[src/rtl/bcd_updown_ctr_if.sv]
// Control and status bundle of the BCD up/down counter; slave = counter side.
// Carries no clock; the counter's clk/rst stay plain ports.
interface bcd_updown_ctr_if #(
    parameter int DIGITS = 2
);
    localparam int W = 4 * DIGITS;

    logic         en;
    logic         up;
    logic         clr;
    logic         ld;
    logic [W-1:0] ld_val;
    logic [W-1:0] cnt;
    logic         tc;
    logic         wrap;
    logic         ld_err;

    modport slave (
        input  en, up, clr, ld, ld_val,
        output cnt, tc, wrap, ld_err
    );

    modport master (
        output en, up, clr, ld, ld_val,
        input  cnt, tc, wrap, ld_err
    );
endinterface

[src/rtl/bcd_updown_ctr.sv]
// Multi-digit BCD up/down counter with sync clear/load, wrap and bad-load pulses.
// Latency: one edge for cnt/wrap/ld_err, tc combinational; no backpressure, every edge acts.
module bcd_updown_ctr #(
    parameter int DIGITS = 2
) (
    input  logic             clk,
    input  logic             rst,
    bcd_updown_ctr_if.slave  bus
);
    localparam int W = 4 * DIGITS;

    logic [W-1:0]  cnt_q, cnt_d;
    logic          wrap_q, wrap_d;
    logic          ld_err_q, ld_err_d;

    logic [DIGITS:0] all9;
    logic [DIGITS:0] all0;
    logic [W-1:0]    step_val;
    logic [W-1:0]    ld_clean;
    logic            ld_bad;
    logic            term;

    always_comb begin
        all9     = '0;
        all0     = '0;
        all9[0]  = 1'b1;
        all0[0]  = 1'b1;
        step_val = cnt_q;
        ld_clean = '0;
        ld_bad   = 1'b0;

        // all9[i]/all0[i]: every digit below i is 9/0, i.e. digit i takes the carry/borrow
        for (int i = 0; i < DIGITS; i++) begin
            all9[i+1] = all9[i] & (cnt_q[4*i +: 4] == 4'd9);
            all0[i+1] = all0[i] & (cnt_q[4*i +: 4] == 4'd0);

            if (bus.up) begin
                if (all9[i]) begin
                    step_val[4*i +: 4] = (cnt_q[4*i +: 4] == 4'd9) ? 4'd0 : cnt_q[4*i +: 4] + 4'd1;
                end
            end else if (all0[i]) begin
                step_val[4*i +: 4] = (cnt_q[4*i +: 4] == 4'd0) ? 4'd9 : cnt_q[4*i +: 4] - 4'd1;
            end

            if (bus.ld_val[4*i +: 4] > 4'd9) begin
                ld_bad = 1'b1;
            end else begin
                ld_clean[4*i +: 4] = bus.ld_val[4*i +: 4];
            end
        end

        term = bus.en & (bus.up ? all9[DIGITS] : all0[DIGITS]);

        cnt_d    = cnt_q;
        wrap_d   = 1'b0;
        ld_err_d = 1'b0;
        if (bus.clr) begin
            cnt_d = '0;
        end else if (bus.ld) begin
            cnt_d    = ld_clean;
            ld_err_d = ld_bad;
        end else if (bus.en) begin
            cnt_d  = step_val;
            wrap_d = term;
        end
    end

    always_ff @(posedge clk or negedge rst) begin
        if (!rst) begin
            cnt_q    <= '0;
            wrap_q   <= 1'b0;
            ld_err_q <= 1'b0;
        end else begin
            cnt_q    <= cnt_d;
            wrap_q   <= wrap_d;
            ld_err_q <= ld_err_d;
        end
    end

    assign bus.cnt    = cnt_q;
    assign bus.tc     = term;
    assign bus.wrap   = wrap_q;
    assign bus.ld_err = ld_err_q;
endmodule

[src/flat_wrapper.sv]
// flat-port wrapper written by rule: the top's interface ports become plain ports
module bcd_updown_ctr_flat 
#(
    parameter int DIGITS = 2
)
  (clk, rst, bus_en, bus_up, bus_clr, bus_ld, bus_ld_val, bus_cnt, bus_tc, bus_wrap, bus_ld_err);
  bcd_updown_ctr_if #(.DIGITS(DIGITS)) bus_i ();
  input  logic clk;
  input  logic rst;
  input wire logic [$bits(bus_i.en)-1:0] bus_en;
  input wire logic [$bits(bus_i.up)-1:0] bus_up;
  input wire logic [$bits(bus_i.clr)-1:0] bus_clr;
  input wire logic [$bits(bus_i.ld)-1:0] bus_ld;
  input wire logic [$bits(bus_i.ld_val)-1:0] bus_ld_val;
  output wire logic [$bits(bus_i.cnt)-1:0] bus_cnt;
  output wire logic [$bits(bus_i.tc)-1:0] bus_tc;
  output wire logic [$bits(bus_i.wrap)-1:0] bus_wrap;
  output wire logic [$bits(bus_i.ld_err)-1:0] bus_ld_err;
  assign bus_i.en = bus_en;
  assign bus_i.up = bus_up;
  assign bus_i.clr = bus_clr;
  assign bus_i.ld = bus_ld;
  assign bus_i.ld_val = bus_ld_val;
  assign bus_cnt = bus_i.cnt;
  assign bus_tc = bus_i.tc;
  assign bus_wrap = bus_i.wrap;
  assign bus_ld_err = bus_i.ld_err;
  bcd_updown_ctr #(.DIGITS(DIGITS)) u_core (.clk(clk), .rst(rst), .bus(bus_i));
endmodule
[config.mk]
export PLATFORM = sky130hd
export DESIGN_NAME = bcd_updown_ctr_flat
export DESIGN_NICKNAME = d
export VERILOG_FILES = /design/src/rtl/bcd_updown_ctr_if.sv /design/src/rtl/bcd_updown_ctr.sv /design/src/flat_wrapper.sv
export SDC_FILE = /design/constraint.sdc
export NUM_CORES = 1
export LEC_CHECK = 0
export ABC_AREA = 1
export CORE_UTILIZATION = 40
export CTS_CLUSTER_DIAMETER = 100
export DETAILED_ROUTE_END_ITERATION = 10
export GPL_TIMING_DRIVEN = 0
export MAX_ROUTING_LAYER = met4
export PLACE_DENSITY = 0.79
export SYNTH_ARGS = -nofsm -noshare
export SYNTH_HDL_FRONTEND = slang
export SYNTH_SLANG_ARGS = --single-unit
[constraint.sdc]
create_clock -name clk -period 1.56 [get_ports clk]
set_input_delay 0.234 -clock clk [delete_from_list [all_inputs] [get_ports clk]]
set_output_delay 0.234 -clock clk [all_outputs]
set_load 0.02 [all_outputs]
==> results_dict.tcl, run 1 <==
# implementation run metrics
set metrics [dict create \
    common_cells "nand2_1, nand3_1, inv_1, nor2_1, dfrtp_1" \
    r2r_start "u_core.bus.cnt[4]$_DFFE_PN0P_" \
    ff2ff_path_depth 9 \
    adder_share_pct 7.326 \
    mux_share_pct 0 \
    p_seq_uw 313 \
    sh_seq_area_pct 16.56 \
    comb_share_pct 49.18 \
    finalCriticalPeriod_ns 1.749 \
    power_frac_clock_pct 20.9 \
    crit_path_end "bus_tc" \
    yosys.area_share.aoi_pct 11.72 \
    r2r_setup_slack_ns 0.03 \
    fin_total_pwr_mw 1.101 \
    setup_violations 1 \
    syn_inst 150 \
    fill_cells 183 \
    die_h_um 52.62 \
    num_io_pins 25 \
    dp.cells 201 \
    ys_ff 10 \
    pre_cts_slack_ns -0.5651 \
    use_met3_pct 3.188 \
    yosysWarnings 0 \
    power_density_mw_per_mm2 718.0 \
    hpwlAfterDp_um 1972 \
    synth_cell_types 28 \
    area_delta_synth_final_pct 49.69 \
    cp_slowest_cell "dfrtp_2" \
    fp_nets 170 \
    nets 212 \
    synth_seq_share_pct 24.42 \
    seq_cells 10 \
    fmax_mhz 571.8 \
    seqPwrFrac_pct 28.4 \
    edf_count 0 \
    seqCellArea_um2 254.0 \
    power.group.top "combinational cells" \
    failed_checks "negative setup slack" \
    met1_usage_pct 27.67 \
    nMultiInputCombCells 117 \
    most-common-layout-cells "nand2_1, nand3_1, clkdlybuf4s50_1, buf_4, nor2_1" \
    drtAntennaViolNets 0 \
    hold_slack_ns 0.2591 \
    remaining_drc_errors 0 \
    clockBufferDepth 2 \
    largest_register_ffs 8 \
    grt-ovfl-total 0 \
    tns_ns -0.1889 \
    synthesis.area_mm2 0.001025 \
    powerClk_uw 230 \
    initCoreUtil_pct 44.20 \
    top_layer_used "met4" \
    critPathTopFamily "simple AND/OR/NAND/NOR gates" \
    gr-max-usage-layer "met2" \
    ys_area_mm2 0.001025 \
    yosysCellCount 150 \
    outcome "complete, but fails checks" \
    die-area_mm2 0.002768 \
    path_clk_slew_ns 0.07 \
    hold_viol 0 \
    lay_top_count "nand2_1" \
    p_sw_uw 428.3 \
    setup_slack_ns -0.1889 \
    cts_root_buf "clkbuf_4" \
    rows 17 \
    rsz0062_at_grt "yes" \
    most_common_cell "nand2_1" \
    yosysTopAreaCell "dfrtp_1" \
    grt_max_degree 11 \
    insertion_delay_ns 0.27 \
    antennaDiodeCount 0 \
    met2_usage_pct 42.19 \
    drive_gt1_share_pct 30.89 \
    grt_first_pass_wirelength_um 4905 \
    drtIter0Drc 36 \
    yosysTopAreaCellShare_pct 24.42 \
    dr_wl_met3_um 269 \
]
Run 1, metal layers overlaid:
Scale: 8 px per µm.
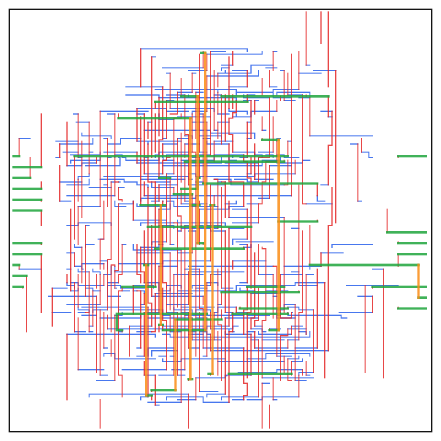
| colour | layer | wire length |
|---|---|---|
| green | metal 3 | 269 µm |
| blue | metal 1 | 1,140 µm |
| orange | metal 4 | 175 µm |
| red | metal 2 | 1,470 µm |
total number of vias: 1,218
Total GRT Usage: 24.72%
wire per inst: 13.98 µm
Routed WL: 3062 µm

Run 1, the clock network:
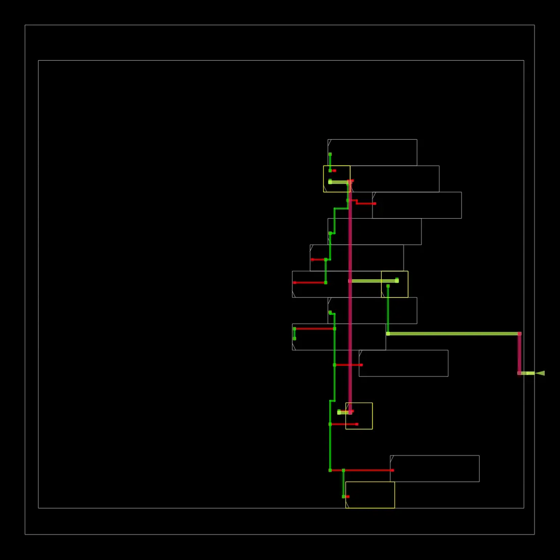
clock buf count: 4
CTS Buf Count: 3
Setup Skew: 0.007729 ns

Run 1, PDN straps and rails:
Scale: 8 px per µm. Pins as bars on the die edge. Tap cells in grey.
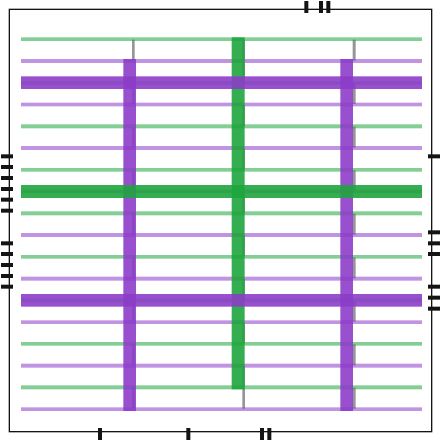
| colour | net |
|---|---|
| purple | VSS |
| green | VDD |
met5 straps: 3
signal pins: 25
tap cells: 28
rows: 17
met4 straps: 3

==> run 1 -> run 2 <==
Settings changed: CAP_MARGIN set to 0.
Run 2, metal layers overlaid:
Scale: 8 px per µm.
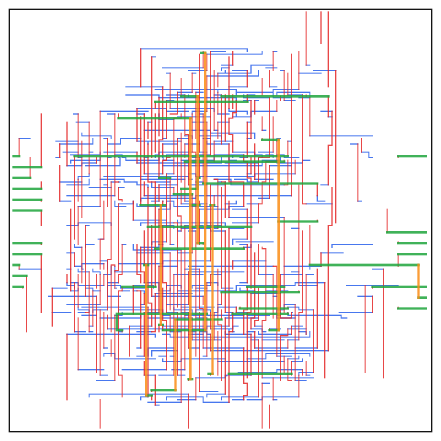
| colour | layer | wire length |
|---|---|---|
| blue | metal 1 | 1,140 µm |
| red | metal 2 | 1,470 µm |
| orange | metal 4 | 175 µm |
| green | metal 3 | 269 µm |

Run 2, met2 routing:
Scale: 6 px per µm.
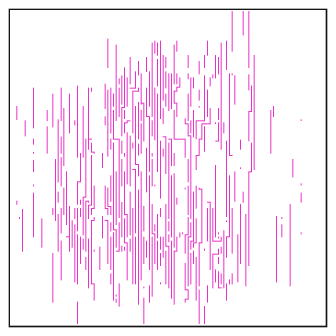
share of all routed wire: 48%
main direction: vertical
wire length on this layer: 1,470 µm
grt met2 use: 42.19%

==> run 2 against run 1 <==
Against the previous run: the run still ends with negative setup slack left; synthesized area unchanged; non-clock buffer count unchanged; routed wire length unchanged; sequential share of layout area stayed put; die size stayed put; via count is the same; sequential cell count stayed put; cell area stayed put; clock skew unchanged; synthesized cell count stayed put; largest power group unchanged.
==> results_dict.tcl, run 2 <==
# implementation run metrics
set metrics [dict create \
    routed_wl_um 3062 \
    drive_gt1_share_pct 30.89 \
    switching_share_pct 38.89 \
    most_common_cell "nand2_1" \
    rsz0062_at_grt "yes" \
    met1_usage_pct 27.67 \
    rows 17 \
    synthesis.area_mm2 0.001025 \
    post_cts_buffers 12 \
    grt_max_degree 11 \
    dr_wl_met3_um 269 \
    cp_slowest_cell "dfrtp_2" \
    setup_slack_ns -0.1889 \
    initCoreUtil_pct 44.20 \
    setup_violations 1 \
    adder_share_pct 7.326 \
    p_seq_uw 313 \
    ff2ff_path_depth 9 \
    routedWlPerCell_um 13.98 \
    cts_tree "built" \
    clock_buffers 4 \
    fin_total_pwr_mw 1.101 \
    most-common-layout-cells "nand2_1, nand3_1, clkdlybuf4s50_1, buf_4, nor2_1" \
    yosysTopAreaCellShare_pct 24.42 \
    mux_share_pct 0 \
    gr-max-usage-layer "met2" \
    cp.depth 7 \
    fp_nets 170 \
    p_int_uw 673.0 \
    drtAntennaViolNets 0 \
    largest_register_ffs 8 \
    top_cells_by_area "dfrtp_1, nand2_1, nand3_1, ha_1, inv_1" \
    power_density_mw_per_mm2 718.0 \
    antennaDiodeCount 0 \
    remaining_drc_errors 0 \
    xor_share_pct 2.564 \
    synthFlopType "dfrtp_1" \
    powerClk_uw 230 \
    nMultiInputCombCells 117 \
    fmax_mhz 571.8 \
    grt-ovfl-total 0 \
    hpwlAfterDp_um 1972 \
    seq_cells 10 \
    syn_inst 150 \
    yosysCellCount 150 \
    r2r-end "u_core.bus.cnt[6]$_DFFE_PN0P_" \
    fp.dieW_um 52.62 \
    num_io_pins 25 \
    nonClockBufferCount 42 \
    crit_path_start_kind "flip-flop" \
    hold_viol 0 \
    viasPerCell 5.562 \
    failed_checks "negative setup slack" \
    skew_ns 0.007729 \
    crit_arrival_ns 1.51 \
    tool_warnings 33 \
    pre_cts_slack_ns -0.5651 \
    critPathBufInv 2 \
    ys_area_mm2 0.001025 \
    cts_root_buf "clkbuf_4" \
    startpoint "u_core.bus.cnt[1]$_DFFE_PN0P_" \
    grt_first_pass_wirelength_um 4905 \
    yosys.area_share.aoi_pct 11.72 \
    synth_cell_types 28 \
    dp.cells 201 \
    path_common_cell "nand3_4" \
    power_frac_clock_pct 20.9 \
    power.group.top "combinational cells" \
    die_h_um 52.62 \
    area_delta_synth_final_pct 49.69 \
    ys_ff 10 \
    seqCellArea_um2 254.0 \
    combinationalPower_uw 559 \
    crit_chain "inv_4 > ha_4 > nand3_4 > nand2_4 > nand3_4 > nor3_4 > buf_6" \
    drtIter0Drc 36 \
    outcome "complete, but fails checks" \
    yosysWarnings 0 \
    r2r_setup_slack_ns 0.03 \
    insertion_delay_ns 0.27 \
    edf_count 0 \
    finalMaxSlewViolations 0 \
    period_used_pct 112.1 \
    sh_seq_area_pct 16.56 \
    synth_area_per_cell_um2 6.832 \
    common_cells "nand2_1, nand3_1, inv_1, nor2_1, dfrtp_1" \
    hold_slack_ns 0.2591 \
    path_clk_slew_ns 0.07 \
    logic_family "simple AND/OR/NAND/NOR gates" \
    tns_ns -0.1889 \
    largest_cell_class "combinational gates" \
    use_met3_pct 3.188 \
    place.gp.congestion 0.8840 \
    ys_sh_simple_pct 43.22 \
    nets 212 \
    p_leak_nw 0.7363 \
    grtUsageTotal_pct 24.72 \
    die-area_mm2 0.002768 \
    yosysTopAreaCell "dfrtp_1" \
    p_comb_share_pct 50.8 \
    taps 28 \
    p_sw_uw 428.3 \
    seqPwrFrac_pct 28.4 \
    top_layer_used "met4" \
    crit_path_end "bus_tc" \
    clockBufferDepth 2 \
    r2r_start "u_core.bus.cnt[4]$_DFFE_PN0P_" \
    comb_share_pct 49.18 \
    crit_type "flip-flop to output pin" \
    slowest_delay_ns 0.43 \
    fill_cells 183 \
    numClockSinks 10 \
    vias 1218 \
    lay_top_count "nand2_1" \
    finalCriticalPeriod_ns 1.749 \
    synth_seq_share_pct 24.42 \
    critPathTopFamily "simple AND/OR/NAND/NOR gates" \
    numCtsBuffers 3 \
]
Run 2, signal wires on met3:
Scale: 6 px per µm.
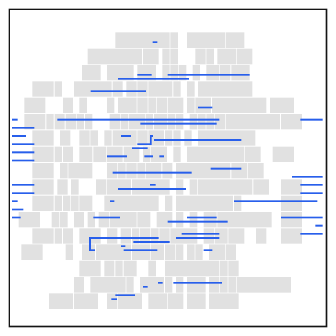
longest straight run: 26.7 µm
main direction: horizontal
nets with wire on the layer: 40

No activity file was given, so power comes from the tool's default toggle rates.
